**config.mk**
```make
export PLATFORM = sky130hd
export DESIGN_NAME = tdm_demux8
export DESIGN_NICKNAME = d
export VERILOG_FILES = /design/src/rtl/tdm_demux8.sv
export SDC_FILE = /design/constraint.sdc
export NUM_CORES = 1
export LEC_CHECK = 0
export ABC_AREA = 1
export CAP_MARGIN = 15
export CORE_UTILIZATION = 40
export DETAILED_ROUTE_END_ITERATION = 12
export SLEW_MARGIN = 15
export SYNTH_ARGS = -nofsm -noshare
export SYNTH_HDL_FRONTEND = slang
export SYNTH_SLANG_ARGS = --single-unit
```
**constraint.sdc**
```tcl
create_clock -name clk -period 2 [get_ports clk]
set_input_delay 0.3 -clock clk [delete_from_list [all_inputs] [get_ports clk]]
set_output_delay 0.3 -clock clk [all_outputs]
set_load 0.02 [all_outputs]
```
**src/rtl/tdm_demux8.sv**
```systemverilog
// rtl/tdm_demux8.sv - 8-channel TDM demultiplexer with frame-sync tracking
// Collects one sample per valid cycle into shadow slots and publishes all 8 channels on channel 7.
module tdm_demux8 #(
  parameter int W = 1
) (
  input  logic           clk,
  input  logic           rst,
  input  logic [W-1:0]   din,
  input  logic           din_valid,
  input  logic           frame_sync,
  output logic [8*W-1:0] dout,
  output logic           frame_valid,
  output logic           locked,
  output logic [2:0]     ch_idx,
  output logic           sync_err
);

  typedef enum logic {HUNT = 1'b0, LOCKED = 1'b1} state_t;

  state_t         state, state_nxt;
  logic [2:0]     cnt, cnt_nxt;
  logic [W-1:0]   sh     [0:6];
  logic [W-1:0]   sh_nxt [0:6];
  logic [8*W-1:0] dout_nxt;
  logic           frame_valid_nxt;
  logic           sync_err_nxt;

  always_ff @(posedge clk) begin
    if (rst) begin
      state       <= HUNT;
      cnt         <= 3'd0;
      dout        <= '0;
      frame_valid <= 1'b0;
      sync_err    <= 1'b0;
      for (int k = 0; k < 7; k++) sh[k] <= '0;
    end else begin
      state       <= state_nxt;
      cnt         <= cnt_nxt;
      dout        <= dout_nxt;
      frame_valid <= frame_valid_nxt;
      sync_err    <= sync_err_nxt;
      for (int k = 0; k < 7; k++) sh[k] <= sh_nxt[k];
    end
  end

  // A sync always restarts the frame at slot 1; a non-sync at slot 0 means alignment was lost.
  always_comb begin
    state_nxt = state;
    cnt_nxt   = cnt;
    if (din_valid) begin
      case (state)
        HUNT: begin
          if (frame_sync) begin
            state_nxt = LOCKED;
            cnt_nxt   = 3'd1;
          end
        end
        LOCKED: begin
          if (frame_sync) begin
            cnt_nxt = 3'd1;
          end else if (cnt == 3'd0) begin
            state_nxt = HUNT;
          end else begin
            cnt_nxt = cnt + 3'd1;
          end
        end
        default: begin
          state_nxt = HUNT;
          cnt_nxt   = 3'd0;
        end
      endcase
    end
  end

  always_comb begin
    for (int k = 0; k < 7; k++) sh_nxt[k] = sh[k];
    dout_nxt        = dout;
    frame_valid_nxt = 1'b0;
    sync_err_nxt    = 1'b0;
    if (din_valid) begin
      case (state)
        HUNT: begin
          if (frame_sync) sh_nxt[0] = din;
        end
        LOCKED: begin
          if (frame_sync) begin
            sh_nxt[0]    = din;
            sync_err_nxt = (cnt != 3'd0);
          end else if (cnt == 3'd0) begin
            sync_err_nxt = 1'b1;
          end else if (cnt == 3'd7) begin
            for (int k = 0; k < 7; k++) dout_nxt[k*W +: W] = sh[k];
            dout_nxt[7*W +: W] = din;
            frame_valid_nxt    = 1'b1;
          end else begin
            for (int k = 1; k < 7; k++) begin
              if (cnt == 3'(k)) sh_nxt[k] = din;
            end
          end
        end
        default: begin
          sync_err_nxt = 1'b0;
        end
      endcase
    end
  end

  assign locked = (state == LOCKED);
  assign ch_idx = cnt;

endmodule

```
**Run 1: port wiring**

(10 px per µm)
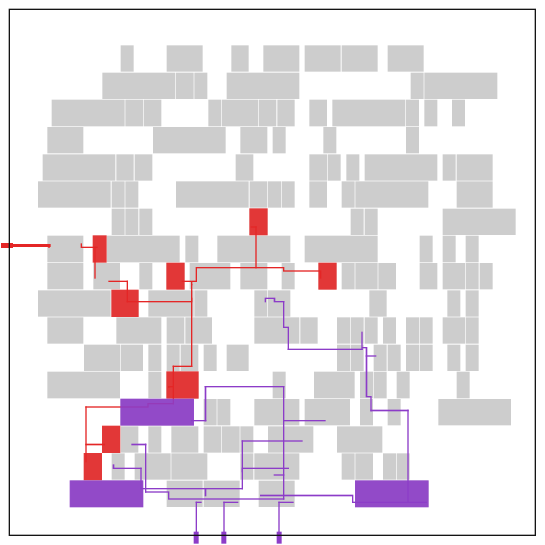
| color | port | direction | edge | end cells | buffers | wire |
|---|---|---|---|---|---|---|
| purple | ch_idx | output | south | 3 | 3 | 148 µm |
| red | rst | input | west | 8 | 2 | 71.0 µm |

**Run 1: signal metal coverage by tile**

(8 px per µm) The die is cut into 10 by 10 equal tiles; white is low, dark blue is high, scaled to the fullest tile. Values are wire area over tile area, all layers added.
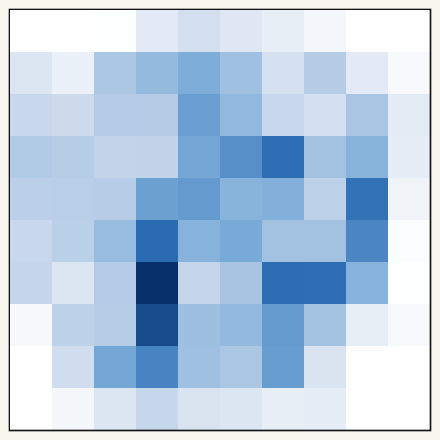
fullest tile: 0.42
mean over tiles: 0.13
nearly empty tiles: 13%

==> qor.txt, run 1 <==
Setup_tns - 0 ps
Max Freq - 570.4 MHz
Syn Inst Count - 141
Reg2Reg Launch Point - ch_idx[0]
Placed cell count - 186
Die width - 52.46 µm
Most numerous logic cell after layout - nor2_1
Core Area - 2297 µm²
Cell area after layout - 1260 µm²
Count leader, synth - nor2_1
Status - complete, no violations
Tool Warnings - 31
# fillers - 241
Critical Path RT - 1700 ps
Setup crit end kind - output pin
Vias per cell - 4.847
I/O pin total - 19
Top cell area share - 41.28%
R2R Path End - dout[2]
Comb_multi_in - 95
Distinct cells, synth - 18
Placement Cell Area - 1227 µm²
WP depth - 1
Cells in synth_stat.txt - 141
Insertion Delay late pin - 300 ps
Non-clk invs - 22
Asr flop ratio synth - 0%
Max-area cell class - combinational gates
Tightest Hold Check Type - flop to flop
Hold slack - 467.4 ps
CP max stage cell - clkdlybuf4s50_1
Flip-flops - 21
Num CTS Buffers - 3
DRT Pass-1 Iters - 6
Switching power - 205.4 µW
Post-Route WL - 2227 µm
CP endpoint - ch_idx[2]
Fin cells - 190
Clock Pin Slew Worst Setup and Hold Paths - 130 ps
Number of gates resized after cts - 0
Non-clk bufs - 20
Net count, final - 176
Most frequent cells after synthesis - nor2_1 (28), nand2_1 (22), dfxtp_1 (21), inv_1 (21), o21ai_0 (11)
CTS H-tree depth - 1
GPL Wtd Cong - 0.8236
Final Cycle Share - 87.65%
**Run 1: routing congestion**

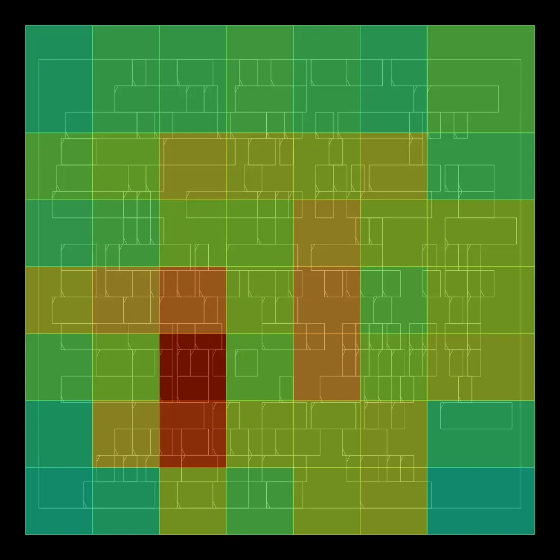
fin util: 54.85%
GR Util All Layers: 19.94%
Global Route met1 Usage: 28.98%
grt met3 use: 3.768%
post-DR wirelength/cell: 11.72 µm

run 1: routing by layer:
layer | global-route usage (%) | up-vias | wire length [µm]
met1 | 28.98 | 416 | 1238
met5 | 0 | - | 0
met3 | 3.768 | 2 | 70
met4 | 10.09 | 0 | 17
li1 | - | 485 | -
met2 | 27.43 | 18 | 899
run 1: power groups by stage:
stage          Combinational [mW]  Clock, mW  Sequential, mW
6_report                   0.0947      0.213           0.434
5_1_grt                     0.106      0.242           0.436
2_1_floorplan              0.0513          0           0.448
4_1_cts                    0.0937      0.220           0.434
3_3_place_gp               0.0916          0           0.444
3_5_place_dp               0.0929          0           0.444
run 1: cells by family after synthesis:
logic type	synth area share, %
buffers and inverters	10.20
AND-OR/OR-AND	10.20
adder cells (fa/ha/maj)	9.828
AND/OR/NAND/NOR	28.50
flip-flops	41.28
**Run 1: clock wires, drivers and flops**

(10 px per µm)
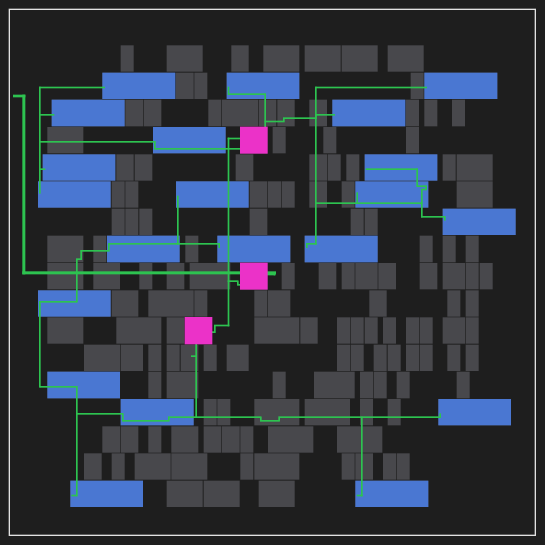

==> inputs of run 2 (changes only) <==
- CORE_MARGIN: not set -> 1.5
**Run 2: clock wires, drivers and flops**

(10 px per µm)
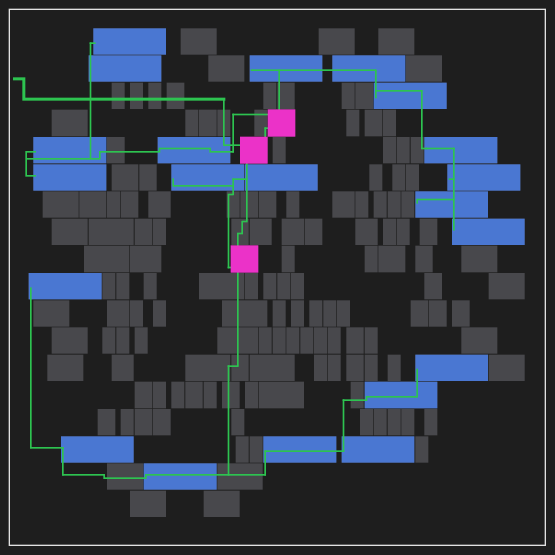
[green] clock wires | length: 246 µm
[blue] flip-flops | count: 21
[magenta] clock-net drivers | count: 3
flops lie: spread over the die
routed clock nets: 4

==> run 2 against run 1 <==
  * Synthesized cell count unchanged
  * Hold slack got worse by 6.0 ps
  * Design area decreased by 0.20%
  * Global-route usage decreased by 3.7 points
  * Non-clock buffer count unchanged
  * Register-to-register slack got worse by 90 ps
  * First-iteration DRC count decreased by 55%
  * Critical path type is now flop to flop
  * Largest power group unchanged
  * Highest routed layer is now met3
==> qor.txt, run 2 <==
Core Area - 2432 µm²
Num CTS Buffers - 3
Non-clk bufs - 20
Non-clk invs - 22
Top Usage Layer GRT - met2
Post-Route WL - 1911 µm
Met2 GRT Util - 25.31%
CTS H-tree depth - 1
DRT Pass-1 Iters - 4
Global Route met1 Usage - 22.88%
R2R Path End - dout[6]
I/O pin total - 19
# fillers - 252
Post-DR wirelength/cell - 9.953 µm
Asr flop ratio synth - 0%
Final Cycle Share - 89.07%
Status - complete, no violations
Syn Inst Count - 141
Comb_multi_in - 95
Die width - 53.46 µm
Number of gates resized after cts - 0
Distinct cells, synth - 18
Most frequent cells after synthesis - nor2_1 (28), nand2_1 (22), dfxtp_1 (21), inv_1 (21), o21ai_0 (11)
Fin cells - 192
GPL Wtd Cong - 0.7153
Flip-flops - 21
Setup_tns - 0 ps
Cells in synth_stat.txt - 141
Tightest Hold Check Type - flop to flop
Max Freq - 561.4 MHz
Metal3 WL - 61 µm
Setup crit end kind - flop
Tool Warnings - 31
Grt met3 use - 2.825%
[run 2: cells by family after synthesis]
family                   synth area share, %
buffers and inverters                  10.20
flip-flops                             41.28
adder cells (fa/ha/maj)                9.828
AND/OR/NAND/NOR                        28.50
AND-OR/OR-AND                          10.20
[run 2: where the power goes]
part | switching (mW) | internal (mW) | total (mW)
logic | 0.0543 | 0.0354 | 0.0897
clock network | 0.128 | 0.0743 | 0.202
registers | 0.00896 | 0.425 | 0.434
total | 0.191 | 0.535 | 0.726
[run 2: through the flow]
| step | cell area (µm²) | util [%] |
|---|---|---|
| after floorplan | 1018 | - |
| after global placement | 1230 | 50.57 |
| after detailed placement | 1230 | 50.57 |
| after CTS | 1257 | 51.70 |
| after global routing | 1257 | 51.70 |
| final | 1257 | 51.70 |
No activity file was given, so power comes from the tool's default toggle rates.
